==> config.mk <==
export PLATFORM = sky130hd
export DESIGN_NAME = ack_bus_requester
export DESIGN_NICKNAME = d
export VERILOG_FILES = /design/src/rtl/ack_bus_pkg.sv /design/src/rtl/ack_pending_counter.sv /design/src/rtl/ack_bus_requester.sv
export SDC_FILE = /design/constraint.sdc
export NUM_CORES = 1
export LEC_CHECK = 0
export ABC_AREA = 0
export CORE_AREA = 4 4 41 43
export CTS_CLUSTER_SIZE = 14
export DETAILED_ROUTE_END_ITERATION = 10
export DIE_AREA = 0 0 45 47
export PLACE_DENSITY = 0.75
export SLEW_MARGIN = 0
export SYNTH_ARGS = -nofsm -noshare
export SYNTH_HDL_FRONTEND = slang
export SYNTH_SLANG_ARGS = --single-unit
==> constraint.sdc <==
create_clock -name clk -period 5.2 [get_ports clk]
set_input_delay 0.52 -clock clk [delete_from_list [all_inputs] [get_ports clk]]
set_output_delay 0.52 -clock clk [all_outputs]
set_load 0.01 [all_outputs]
Fig. 1: power grid
Scale: 8 px per um. Pins as bars on the die edge.
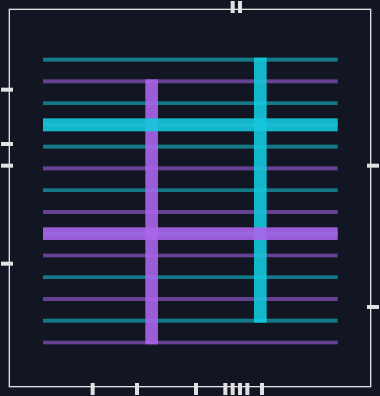
Key: VSS = purple; VDD = cyan
16 signal pins sit on the boundary. The core has 13 rows. 14 met1 rails follow the rows.
CORE AREA: 1300 um2
worst vdd ir: 0.170 mV

Fig. 2: routed clock nets over the placement
Scale: 6 px per um.
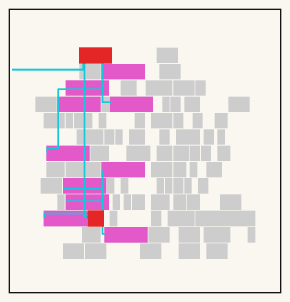
Key: flip-flops = magenta [count 10]; clock wires = cyan [length 109 um]; cells driving clock nets = red [count 3]
There are 4 routed clock nets.
clock power share: 27.9%
Clk. pwr: 0.0500 mW
Setup Skew: 0.00489 ns
clk_lat worst skew: 0.26 ns

Fig. 3: gate families picked out
Scale: 6 px per um.
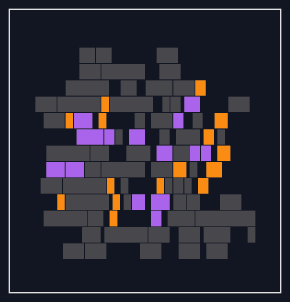
Key: NOR gates = orange [cells 15, most used nor2_1]; inverting AOI/OAI gates = purple [cells 14, most used a21oi_1, where centre]
Layout Cells excl Fill: 102
logic share of the area: 50.0%

==> flow_summary.ini <==
; yosys + openroad results
[die]
io_pins = 16
fp_util_pct = 48.2
row_count = 13
die_area_um2 = 2120
die_x_um = 45
fp.dieH_um = 47

[cells_and_area]
largest_register_ffs = 4
layout-drive-gt1-share_pct = 12.6
nets = 98
n_antenna_cell = 0
syn_to_final_growth_pct = 26.5

[timing]
hold_slack_ns = 0.475
final-hold-violation-count = 0
tns_ns = 0
fmax_ghz = 0.440
setup_viol = 0
slew_violations = 0
rsz0062_at_grt = no
min_period_ns = 2.27
post-route-period-util_pct = 43.7

[setup_path]
cp_max_fo = 14
r2r_cells = 7
worstPathArrival_ns = 2.40
worstSetupEndpointType = flop
rrSetupSlack_ns = 3.06
start_kind = input port
crit_type = input port to flop
cp.required_ns = 5.33

[synthesis]
syn_area_um2 = 627
simple_gate_share_pct = 35.1
avgSynthCellArea_um2 = 8.59
ys_cells = 73
synth_xor_xnor_area_share_pct = 0
ys_ff = 10
largest_area_cell = dfxtp_1
muxShareOfSynthArea_pct = 1.80
synth_seq_share_pct = 31.9
flop_cell = dfxtp_1
ys_top_logic_family = simple AND/OR/NAND/NOR gates
syn-instance-count = 73
ys_sh_adder_pct = 3.99
ys_chip_area_um2 = 627
synth_warnings = 0
top_area_share_pct = 31.9
edf_count = 0
yosysUniqueCellTypes = 37
async_flop_share_pct = 0
compound_area_share_pct = 21.8
fp_nets = 82
synthTopCellsByArea = dfxtp_1 32%, nor2_1 4.8%, nand4bb_4 4.4%

[clock_network]
ctsResizeCount = 0
cts_setup_buffers = 0
cts-root-buf = clkbuf_4
cts_buffers = 3
htreeDepth = 1
cts.path.max_buffers = 2
clkTransAtPathRegs_ns = 0.06
clkSinkCount = 10
cts_tree = built
cts_hold_buf = 0

[min_path]
hold_depth = 2
min_path_type = flop to flop

[run]
cap_violations = 0
tool_warnings = 27

[power]
switching_share_pct = 27.7
p_sw_mw = 0.0496
power.share.sequential_pct = 48.0
p_comb_share_pct = 24.1
p_leak_nw = 0.303
p_int_mw = 0.130
powerDensity_nw_per_um2 = 226

[outcome]
status = completed

[placement]
routabilityCongestion = 0.851
io_buffers = 14
dpl.hpwl_mm = 1.11

[global_routing]
grt_use_total_pct = 15.4
grt_pass1_wl_mm = 2.35
grt_max_degree = 15
grt_pass1_vias = 555
overflow = 0
antenna_found_initial = 0

[drt]
vias_per_cell = 5.92
remaining_drc_errors = 0
ant_nets = 0
vias = 604
wirelength_mm = 1.40
drt-initial-drc-count = 32
avgRoutedWirePerCell_um = 13.7
first_pass_iters = 4
metal layers:
metal / up-vias / global-route usage [%] / part of all wire, %
met5: - / 0 / 0
met4: 0 / 8.77 / 2.9
met3: 4 / 3.07 / 6.0
met2: 17 / 24.9 / 47
met1: 279 / 19.0 / 44
li1: 304 / - / -
critical path: stages:
cell	delay, ns
clkdlybuf4s50_1	0.63
or4_4	0.63
a21o_1	0.20
a211oi_2	0.28
a41oi_1	0.14
stage by stage:
stage	setup slack, ns	power [mW]	instance area [um2]	util, %	cells
floorplan	3.18	0.112	627	-	73
global placement	2.71	0.130	771	59.2	99
detailed placement	2.66	0.131	771	59.2	99
CTS	2.93	0.181	793	61.0	102
global route	2.82	0.191	793	61.0	102
finish	2.93	0.179	793	61.0	102
placed cells by master (no fill, tap or decap), types with 2 or more instances in the layout:
cell / synthesis / routed
a311oi_1: 2 / 2
nor3_1: 3 / 3
clkbuf_4: 0 / 3
o211ai_1: 2 / 2
clkdlybuf4s50_1: 0 / 14
a41oi_1: 2 / 2
nor4_1: 2 / 2
nor2_1: 8 / 8
inv_1: 4 / 4
a21oi_1: 4 / 4
dfxtp_1: 10 / 10
nand3_1: 5 / 5
nand2_1: 4 / 4
ha_1: 2 / 2
power groups by stage:
stage	combinational [mW]	sequential, mW	clock [mW]
6_report	0.0433	0.0860	0.0500
5_1_grt	0.0479	0.0867	0.0562
4_1_cts	0.0435	0.0860	0.0512
3_5_place_dp	0.0432	0.0875	0
3_3_place_gp	0.0422	0.0875	0
2_1_floorplan	0.0237	0.0887	0
cell type report:
type | count | area (um2)
clock buffers | 3 | 22.5
fillers | 120 | 508
inverters | 4 | 15.0
multi-input cells | 56 | 397
flip-flops and latches | 10 | 200
well taps | 15 | 18.8
repair buffers | 14 | 140
synthesized netlist by cell type (2+ instances only):
| cell | n |
|---|---|
| nor3_1 | 3 |
| dfxtp_1 | 10 |
| nand2_1 | 4 |
| nor4_1 | 2 |
| a311oi_1 | 2 |
| nor2_1 | 8 |
| a41oi_1 | 2 |
| a21oi_1 | 4 |
| inv_1 | 4 |
| nand3_1 | 5 |
| o211ai_1 | 2 |
| ha_1 | 2 |
kinds of logic after synthesis:
kind of cell    Yosys count
compound gates           18
fa+ha+maj                 2
buf+inv                   7
flops                    10
mux                       1
other cells               1
simple gates             34
Power figures rest on the tool's default switching activity, not on a simulated workload.
